==> src/rtl/dmem_arbiter.sv <==
`default_nettype none
// ============================================================================
//  Module      : dmem_arbiter
//  Description : Round-robin arbiter sharing one word-wide data memory between
//                the CPU load/store stage (req 0) and the debug/DMA port (req 1).
//  Revision    : 1.0 - initial release
// ============================================================================
module dmem_arbiter #(
    parameter int ADDR_WIDTH = 12
) (
    input  logic                       clk,
    input  logic                       rst_n,
    input  logic [1:0]                 req_valid,
    output logic [1:0]                 req_ready,
    input  logic [1:0]                 req_we,
    input  logic [1:0][1:0]            req_size,
    input  logic [1:0]                 req_unsigned,
    input  logic [1:0][ADDR_WIDTH+1:0] req_addr,
    input  logic [1:0][31:0]           req_wdata,
    output logic [1:0]                 rsp_valid,
    output logic [31:0]                rsp_rdata,
    output logic                       rsp_err,
    output logic                       mem_wen,
    output logic [ADDR_WIDTH-1:0]      mem_write_addr,
    output logic [31:0]                mem_write_data,
    output logic [ADDR_WIDTH-1:0]      mem_read_addr,
    input  logic [31:0]                mem_read_data
);

    typedef enum logic [1:0] {
        S_IDLE   = 2'd0,
        S_ACCESS = 2'd1,
        S_WRITE  = 2'd2
    } state_t;

    localparam logic [1:0] c_sz_byte = 2'b00;
    localparam logic [1:0] c_sz_half = 2'b01;
    localparam logic [1:0] c_sz_word = 2'b10;

    state_t                  r_state;
    state_t                  w_state_nxt;
    logic                    r_last_grant;
    logic                    r_id;
    logic                    r_we;
    logic                    r_unsigned;
    logic [1:0]              r_size;
    logic [ADDR_WIDTH+1:0]   r_addr;
    logic [31:0]             r_wdata;
    logic [31:0]             r_merge;
    logic [1:0]              r_rsp_valid;
    logic [31:0]             r_rsp_rdata;
    logic                    r_rsp_err;

    logic [1:0]              w_grant;
    logic                    w_accept;
    logic                    w_gid;
    logic                    w_err;
    logic                    w_word_store;
    logic                    w_sub_store;
    logic [31:0]             w_lane;
    logic [31:0]             w_load_data;
    logic [31:0]             w_merged;

    // On a tie the requester that did not win last time is granted.
    always_comb begin
        w_grant = 2'b00;
        if (r_state == S_IDLE) begin
            case (req_valid)
                2'b01:   w_grant = 2'b01;
                2'b10:   w_grant = 2'b10;
                2'b11:   w_grant = r_last_grant ? 2'b01 : 2'b10;
                default: w_grant = 2'b00;
            endcase
        end
    end

    assign req_ready = w_grant;
    assign w_accept  = |w_grant;
    assign w_gid     = w_grant[1];

    assign w_err = (r_size == 2'b11)
                 | ((r_size == c_sz_half) & r_addr[0])
                 | ((r_size == c_sz_word) & (r_addr[1:0] != 2'b00));

    assign w_word_store = r_we & ~w_err & (r_size == c_sz_word);
    assign w_sub_store  = r_we & ~w_err & (r_size != c_sz_word);

    assign w_lane = mem_read_data >> {r_addr[1:0], 3'b000};

    always_comb begin
        case (r_size)
            c_sz_byte: w_load_data = {{24{~r_unsigned & w_lane[7]}},  w_lane[7:0]};
            c_sz_half: w_load_data = {{16{~r_unsigned & w_lane[15]}}, w_lane[15:0]};
            default:   w_load_data = mem_read_data;
        endcase
    end

    // Replace only the addressed lanes of the word read back during ACCESS.
    always_comb begin
        w_merged = r_merge;
        for (int b = 0; b < 4; b++) begin
            if ((r_size == c_sz_byte) && (r_addr[1:0] == b[1:0]))
                w_merged[8*b +: 8] = r_wdata[7:0];
            if ((r_size == c_sz_half) && (r_addr[1] == b[1]))
                w_merged[8*b +: 8] = b[0] ? r_wdata[15:8] : r_wdata[7:0];
        end
    end

    always_comb begin
        w_state_nxt = r_state;
        case (r_state)
            S_IDLE:   if (w_accept) w_state_nxt = S_ACCESS;
            S_ACCESS: w_state_nxt = w_sub_store ? S_WRITE : S_IDLE;
            S_WRITE:  w_state_nxt = S_IDLE;
            default:  w_state_nxt = S_IDLE;
        endcase
    end

    // Write enable decoded from state so an async reset kills it at once.
    assign mem_wen        = ((r_state == S_ACCESS) & w_word_store) | (r_state == S_WRITE);
    assign mem_write_addr = r_addr[ADDR_WIDTH+1:2];
    assign mem_read_addr  = r_addr[ADDR_WIDTH+1:2];
    assign mem_write_data = (r_state == S_WRITE) ? w_merged : r_wdata;

    assign rsp_valid = r_rsp_valid;
    assign rsp_rdata = r_rsp_rdata;
    assign rsp_err   = r_rsp_err;

    always_ff @(posedge clk or negedge rst_n) begin
        if (!rst_n) begin
            r_state      <= S_IDLE;
            r_last_grant <= 1'b1;
            r_id         <= 1'b0;
            r_we         <= 1'b0;
            r_unsigned   <= 1'b0;
            r_size       <= 2'b00;
            r_addr       <= '0;
            r_wdata      <= 32'd0;
            r_merge      <= 32'd0;
            r_rsp_valid  <= 2'b00;
            r_rsp_rdata  <= 32'd0;
            r_rsp_err    <= 1'b0;
        end else begin
            r_state     <= w_state_nxt;
            r_rsp_valid <= 2'b00;
            if (w_accept) begin
                r_id         <= w_gid;
                r_we         <= req_we[w_gid];
                r_size       <= req_size[w_gid];
                r_unsigned   <= req_unsigned[w_gid];
                r_addr       <= req_addr[w_gid];
                r_wdata      <= req_wdata[w_gid];
                r_last_grant <= w_gid;
            end
            if (r_state == S_ACCESS) begin
                if (w_sub_store) begin
                    r_merge <= mem_read_data;
                end else begin
                    r_rsp_valid <= {r_id, ~r_id};
                    r_rsp_rdata <= (r_we | w_err) ? 32'd0 : w_load_data;
                    r_rsp_err   <= w_err;
                end
            end
            if (r_state == S_WRITE) begin
                r_rsp_valid <= {r_id, ~r_id};
                r_rsp_rdata <= 32'd0;
                r_rsp_err   <= 1'b0;
            end
        end
    end

endmodule
`default_nettype wire

==> config.mk <==
export PLATFORM = sky130hd
export DESIGN_NAME = dmem_arbiter
export DESIGN_NICKNAME = d
export VERILOG_FILES = /design/src/rtl/dmem_arbiter.sv
export SDC_FILE = /design/constraint.sdc
export NUM_CORES = 1
export LEC_CHECK = 0
export CELL_PAD_IN_SITES_DETAIL_PLACEMENT = 1
export CELL_PAD_IN_SITES_GLOBAL_PLACEMENT = 2
export CORE_ASPECT_RATIO = 0.6
export CORE_MARGIN = 4
export CORE_UTILIZATION = 29
export DETAILED_ROUTE_END_ITERATION = 10
export PLACE_DENSITY_LB_ADDON = 0.1
export SLEW_MARGIN = 20
export SYNTH_ARGS = -nofsm -noshare
export SYNTH_HDL_FRONTEND = slang
export SYNTH_SLANG_ARGS = --single-unit
==> constraint.sdc <==
create_clock -name clk -period 3.8 [get_ports clk]
set_input_delay 0.76 -clock clk [delete_from_list [all_inputs] [get_ports clk]]
set_output_delay 0.76 -clock clk [all_outputs]
set_load 0.05 [all_outputs]
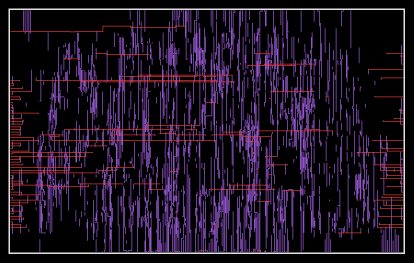
Figure 1: run 1, signal wires by layer.
Scale: 2 px per um. Only two layers are drawn.
- metal 3: red (wire length 1,710 um)
- metal 2: purple (wire length 11,100 um)
drt total wl: 25.4 mm
total track usage: 21.3%
wire per inst: 24.0 um
vias: 5,665

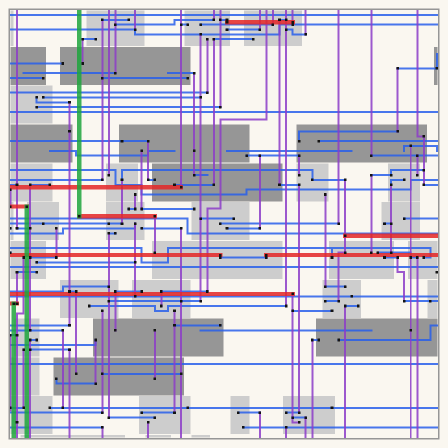
Figure 2: run 1, zoomed window.
Region (83, 46) to (113, 76) um. Cells in gray, sequential cells in the stronger gray; small squares are vias.
- metal 2: purple
- metal 1: blue
- metal 3: red
- metal 4: green
- cells with their middle in the window: 31
- sequential cells in the window: 7
- netlist names of flops here include: r_merge (5)
- most frequent: dfrtp_1 (7), nor2b_1 (5), mux2_2 (5)

==> flow_metrics.py, run 1 <==
# Flow results
metrics = {
    "grt": {
        "grt_pass1_vias": 6112,
        "grt-ovfl-total": 0,
        "grt_pass1_wl_mm": 38.5,
        "grt_max_degree": 52,
        "antenna_found_initial": 0,
    },
    "final_layout": {
        "area_delta_synth_final_pct": 48.9,
        "diodes": 0,
        "num-multi-input-gates": 324,
        "num-fill-cells": 2289,
        "final_area_sq_um": 9230,
        "buffers": 243,
        "finalCoreUtilization_pct": 43.9,
        "clk_share_pct": 6.64,
        "fin_nets": 903,
        "sh_seq_area_pct": 32.8,
        "layout-drive-gt1-share_pct": 13.9,
        "nNonClkInverters": 57,
        "ff_latch_area_sq_um": 3030,
        "final-nonclk-buf-share_pct": 26.3,
        "mostFrequentLayoutCells": "201 x clkdlybuf4s50_1, 120 x dfrtp_1, 57 x inv_1",
        "combGateArea_sq_um": 2600,
        "dominant_cells": "sequential cells",
        "seq_cell_count": 121,
    },
    "clock_network": {
        "cts_sinks": 121,
        "clk_latency_ns": 0.43,
        "h-tree-depth": 4,
        "clk_path_buf_depth": 2,
        "cts_resized": 0,
        "postCtsSetupRepairBufs": 0,
        "cts.hold.buffers_added": 0,
        "clock-root-buffer": "clkbuf_16",
        "clk_pin_slew_ns": 0.06,
        "tritoncts.num_buffers": 17,
    },
    "synth": {
        "syn_area_per_cell_sq_um": 10.8,
        "synth_top_cell_by_count": "dfrtp_1",
        "ys_seq_share_pct": 48.8,
        "synth_area_sq_um": 6200,
        "edf_count": 0,
        "yosysCellCount": 574,
        "topCellsByArea": "dfrtp_1 48%, a222oi_1 8.1%, mux2_2 4.2%",
        "async_flop_share_pct": 100,
        "synth_chip_area_sq_um": 6200,
        "netlist_instances": 574,
        "synth_warnings": 0,
        "top_cell_area_share_pct": 48.4,
        "yosys.cell_types.count": 49,
        "synth_top_cell_by_area": "dfrtp_1",
        "ff_type": "dfrtp_1",
        "yosys-top-cells-count": "120 x dfrtp_1, 57 x inv_1, 50 x a222oi_1, 40 x nand2_1",
        "ys.flops": 121,
        "syn-num-nets": 713,
    },
    "sta": {
        "final_hold_viol_count": 0,
        "report.final.slew_viol_count": 0,
        "tightest_slew_ns": 0.697,
        "rsz0062_at_grt": "false",
        "finalClockSkew_ns": 0.0109,
        "whs_ns": 0.332,
        "fin_crit_ns": 3.61,
        "slew_headroom_pct": 53.5,
        "setup_viol": 0,
        "period_used_pct": 95.0,
        "max_clock_freq_mhz": 277,
    },
    "outcome": {
        "status": "complete, no violations",
    },
    "die": {
        "io_pins": 230,
        "coreArea_sq_um": 21000,
        "die_w_um": 197,
        "rows": 41,
        "tapCellCount": 279,
        "fp_util_pct": 29.5,
        "fp.dieH_um": 121,
        "die_area_sq_um": 23900,
    },
    "placement": {
        "dpl_cell_area_sq_um": 8620,
        "hpwl_mm": 19.2,
        "portBuffers": 229,
        "routabilityCongestion": 0.804,
        "dp_cells": 1024,
        "post-place-ws_ns": 0.604,
    },
    "detailed_routing": {
        "vias_per_cell": 5.36,
        "drt_iter0_markers": 483,
        "dr.pass1.iters": 8,
        "route.detailed.drc": 0,
        "postRouteAntennaNets": 0,
    },
    "power_and_ir_drop": {
        "peakVddDrop_v": 0.000887,
        "p_total_mw": 9.99,
        "power_density_nw_per_um2": 1080,
        "leakagePower_nw": 4.09,
    },
    "run": {
        "log.warning_count": 28,
        "drv_cap": 0,
    },
    "worst_setup_path": {
        "arrival_ns": 2.85,
        "cp-start-kind": "flop",
        "slowest_delay_ns": 0.61,
        "crit_top_cell": "buf_4",
        "crit_slowest_cell": "dfrtp_1",
        "worstPathRequired_ns": 3.04,
        "end_kind": "output pin",
        "crit_type": "flop to output pin",
    },
    "hold_path": {
        "hp-class": "primary input to async pin",
    },
}
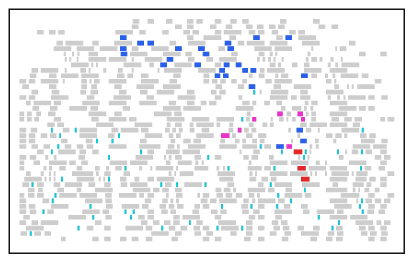
Figure 3: run 1, gate-type map.
Scale: 2 px per um.
- adder and majority cells: red (cells 3; most used ha_1)
- inverters: cyan (cells 57; most used inv_1)
- AND and OR gates: magenta (cells 7; most used and4_1)
- AND-OR and OR-AND gates: blue (cells 27; most used a221o_1)
Non-Filler Instances: 1,056
most frequent logic cell in the layout: clkdlybuf4s50_1
combinational share of cell area: 28.2%

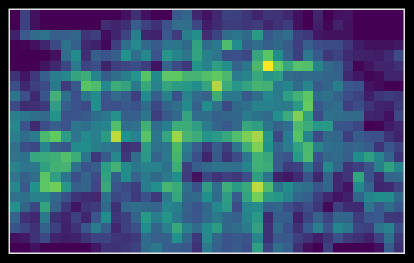
Figure 4: run 1, signal metal coverage by tile.
Scale: 2 px per um. 39 x 24 tiles, from dark purple (low) to yellow (high), scaled to the fullest tile. Values are wire area over tile area, all layers added.
- emptiest ninth of the die: north-east
- tiles over half the peak: 16%
- nearly empty tiles: 6.8%
- fullest tile: 0.54
- densest ninth of the die: center
- mean over tiles: 0.17

run 1: kinds of logic (layout without fill, tap and decap cells):
group / after synthesis / count (layout) / synth area share, %
adders and majority gates: 3 / 3 / 0.605
and+or+nand+nor: 85 / 85 / 6.56
muxes: 66 / 66 / 11.5
AOI/OAI and AO/OA: 170 / 170 / 22.7
buffers and inverters: 129 / 332 / 9.80
DFF: 121 / 121 / 48.8
run 1: state kept, by name, indices dropped and copies added, names as in the netlist:
signal	count
rsp_valid	2
r_wdata	32
rsp_rdata	32
rsp_err	1
r_state	2
r_unsigned	1
r_last_grant	1
r_id	1
r_merge	32
r_addr	14
r_we	1
r_size	2
run 1: layer usage:
layer | track usage, % | routed length, um
met2 | 31.2 | 11100
met3 | 5.30 | 1710
met5 | 0 | 0
met1 | 31.0 | 12100
met4 | 6.45 | 422
run 1: path summary, 6_finish.rpt:
kind                                start                  to  slack, ns  cells past startpoint
worst max-delay path            r_addr[0]  mem_write_data[20]       0.19                      6
worst min-delay path                rst_n         r_wdata[17]       0.33                      1
worst max register to register  r_addr[0]       rsp_rdata[25]       1.13                      5
worst min register to register       r_id        rsp_valid[0]       0.45                      1
max in group asynchronous           rst_n        r_last_grant       2.50                      2
min in group clk                     r_id        rsp_valid[0]       0.45                      1
run 1: worst max-delay path: cells and delay by family, from the launching register on:
kind                   cells  cell delay, ns
and+or+nand+nor            2            0.92
DFF                        1            0.61
buffers and inverters      2            0.49
AOI/OAI and AO/OA          1            0.23
muxes                      1            0.18
run 1: report_power, final:
part           total [mW]  internal, mW  switching, mW
Sequential           2.42          1.90          0.525
Combinational        5.87          2.12           3.75
Clock                1.70          1.05          0.643
Total                9.99          5.07           4.92
==> run 2, diff against run 1 <==
Settings changed: CAP_MARGIN set to 30.
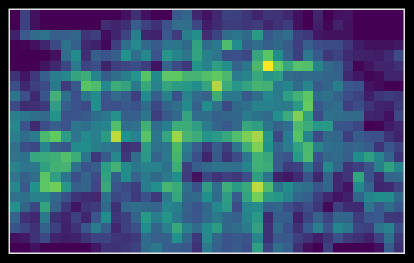
Figure 5: run 2, signal metal coverage by tile.
Scale: 2 px per um. 39 x 24 tiles, from dark purple (low) to yellow (high), scaled to the fullest tile. Values are wire area over tile area, all layers added.
- fullest tile: 0.54
- emptiest ninth of the die: north-east
- mean over tiles: 0.17
- nearly empty tiles: 6.8%
- densest ninth of the die: center
- tiles over half the peak: 16%

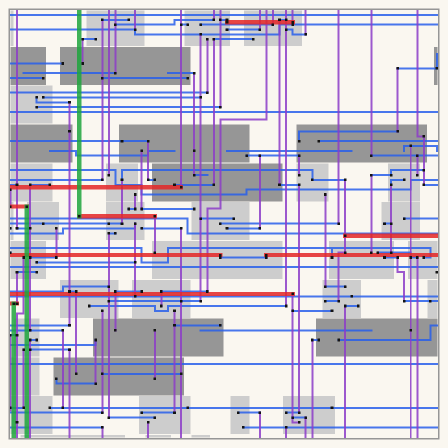
Figure 6: run 2, zoomed window.
Region (83, 46) to (113, 76) um. Cells in gray, sequential cells in the stronger gray; small squares are vias.
- metal 1: blue
- metal 4: green
- metal 3: red
- metal 2: purple
- cells with their middle in the window: 31
- sequential cells in the window: 7
- netlist names of flops here include: r_merge (5)
- most frequent: dfrtp_1 (7), nor2b_1 (5), mux2_2 (5)

==> run 2 against run 1 <==
Cell area stayed put. Routed wire length unchanged. Sequential share of layout area unchanged. Synthesized area unchanged. Combinational power is essentially flat. Cell count did not move. Largest power group unchanged.
==> flow_metrics.py, run 2 <==
# Flow results
metrics = {
    "clock_network": {
        "cts.hold.buffers_added": 0,
        "clock-root-buffer": "clkbuf_16",
        "tritoncts.num_buffers": 17,
        "cts_resized": 0,
        "cts_sinks": 121,
        "clk_pin_slew_ns": 0.06,
        "clk_latency_ns": 0.43,
        "cts_tree": "done",
        "h-tree-depth": 4,
        "postCtsSetupRepairBufs": 0,
        "clk_path_buf_depth": 2,
    },
    "sta": {
        "finalClockSkew_ns": 0.0109,
        "fin_crit_ns": 3.61,
        "report.final.slew_viol_count": 0,
        "tns_ns": 0,
        "period_used_pct": 95.0,
        "setup_viol": 0,
        "rsz0062_at_grt": "false",
        "tightest_slew_ns": 0.697,
        "fin_ws_ns": 0.189,
        "max_clock_freq_mhz": 277,
        "slew_headroom_pct": 53.5,
        "final_hold_viol_count": 0,
    },
    "synth": {
        "synth_area_sq_um": 6200,
        "netlist_instances": 574,
        "top_cell_area_share_pct": 48.4,
        "ff_type": "dfrtp_1",
        "ys_seq_share_pct": 48.8,
        "syn-num-nets": 713,
        "yosys.cell_types.count": 49,
        "synth_chip_area_sq_um": 6200,
        "edf_count": 0,
        "synth_warnings": 0,
        "ys.flops": 121,
        "syn_area_per_cell_sq_um": 10.8,
        "async_flop_share_pct": 100,
        "synth_top_cell_by_area": "dfrtp_1",
        "synth_top_cell_by_count": "dfrtp_1",
        "yosys-top-cells-count": "120 x dfrtp_1, 57 x inv_1, 50 x a222oi_1, 40 x nand2_1",
        "yosysCellCount": 574,
        "topCellsByArea": "dfrtp_1 48%, a222oi_1 8.1%, mux2_2 4.2%",
    },
    "worst_setup_path": {
        "end_kind": "output pin",
        "critPathBufInv": 2,
        "cp_cell_sequence": "buf_4 > nor2b_1 > nand2b_1 > mux2i_1 > a21oi_1 > buf_4",
        "path_delay_family": "simple AND/OR/NAND/NOR gates",
        "cp-start-kind": "flop",
        "crit_top_cell": "buf_4",
        "arrival_ns": 2.85,
        "crit_path_max_fanout": 14,
        "crit_type": "flop to output pin",
        "worstPathRequired_ns": 3.04,
        "slowest_delay_ns": 0.61,
        "crit_slowest_cell": "dfrtp_1",
    },
    "detailed_routing": {
        "totalWireLength_mm": 25.4,
        "vias": 5665,
        "postRouteAntennaNets": 0,
        "dr.pass1.iters": 8,
        "vias_per_cell": 5.36,
        "route.detailed.drc": 0,
        "drt-wirelength-per-cell_um": 24.0,
        "drt_iter0_markers": 483,
    },
    "die": {
        "fp_util_pct": 29.5,
        "rows": 41,
        "die_area_sq_um": 23900,
        "die_w_um": 197,
        "coreArea_sq_um": 21000,
        "io_pins": 230,
        "fp.dieH_um": 121,
    },
    "power_and_ir_drop": {
        "largestPowerGroup": "combinational cells",
        "pwr-share-seq_pct": 24.2,
        "intPower_mw": 5.07,
        "peakVddDrop_v": 0.000887,
        "power.share.clock_pct": 17.0,
        "pg_clk_mw": 1.70,
        "power_switching_mw": 4.92,
        "leakagePower_nw": 4.09,
        "combPwrFrac_pct": 58.8,
        "sw_frac_of_total_pct": 49.3,
        "comb-power_mw": 5.87,
        "power_density_nw_per_um2": 1080,
        "seq_power_mw": 2.42,
    },
    "placement": {
        "post-place-ws_ns": 0.604,
        "portBuffers": 229,
        "routabilityCongestion": 0.804,
        "hpwl_mm": 19.2,
    },
    "grt": {
        "grt_max_degree": 52,
        "grt-ovfl-total": 0,
        "grt_pass1_vias": 6112,
        "grt_usage_pct": 21.3,
        "antenna_found_initial": 0,
        "grt_pass1_wl_mm": 38.5,
    },
    "hold_path": {
        "hp-class": "primary input to async pin",
    },
    "final_layout": {
        "area_delta_synth_final_pct": 48.9,
        "fin_nets": 903,
        "layout-drive-gt1-share_pct": 13.9,
        "diodes": 0,
        "mostFrequentLayoutCells": "201 x clkdlybuf4s50_1, 120 x dfrtp_1, 57 x inv_1",
        "layout_top_cell": "clkdlybuf4s50_1",
    },
    "outcome": {
        "status": "complete, no violations",
    },
    "run": {
        "drv_cap": 0,
        "log.warning_count": 28,
    },
}
==> run 2: worst paths after layout <==
path | startpoint | end | slack (ns) | cells past startpoint
worst max-delay path | r_addr[0] | mem_write_data[20] | 0.19 | 6
worst min-delay path | rst_n | r_wdata[17] | 0.33 | 1
worst max register to register | r_addr[0] | rsp_rdata[25] | 1.13 | 5
worst min register to register | r_id | rsp_valid[0] | 0.45 | 1
max in group asynchronous | rst_n | r_last_grant | 2.50 | 2
min in group clk | r_id | rsp_valid[0] | 0.45 | 1
==> run 2: per-stage QoR <==
step | power [mW] | cell area [sq um] | util [%] | hold WS [ns] | std cells
floorplan | 6.32 | 6200 | - | 0.418 | 574
global placement | 8.23 | 8620 | 41.0 | 0.432 | 1024
detailed placement | 8.33 | 8620 | 41.0 | 0.453 | 1024
CTS | 10.1 | 9230 | 43.9 | 0.359 | 1056
global route | 10.5 | 9230 | 43.9 | 0.391 | 1056
finish | 9.99 | 9230 | 43.9 | 0.332 | 1056
==> run 2: cell families (layout without fill, tap and decap cells) <==
logic type / Yosys count / after routing / share of synthesized area, %
fa+ha+maj: 3 / 3 / 0.605
buf+inv: 129 / 332 / 9.80
mux: 66 / 66 / 11.5
flops: 121 / 121 / 48.8
simple gates: 85 / 85 / 6.56
compound gates: 170 / 170 / 22.7
==> run 2: final cells by class <==
cell class	instances	area [sq um]
fill	2289	11800
inverter	57	214
multi-input combinational	324	2600
clock buffer	19	443
timing repair buffer	243	2430
tap	279	349
clock inverter	13	170
sequential	121	3030
==> run 2: per-layer routing <==
layer  wire [um]  GRT usage, %  share of wire (%)
met2       11100          31.2                 44
met4         422          6.45                1.7
met3        1710          5.30                6.7
met1       12100          31.0                 48
met5           0             0                  0
No activity file was given, so power comes from the tool's default toggle rates.
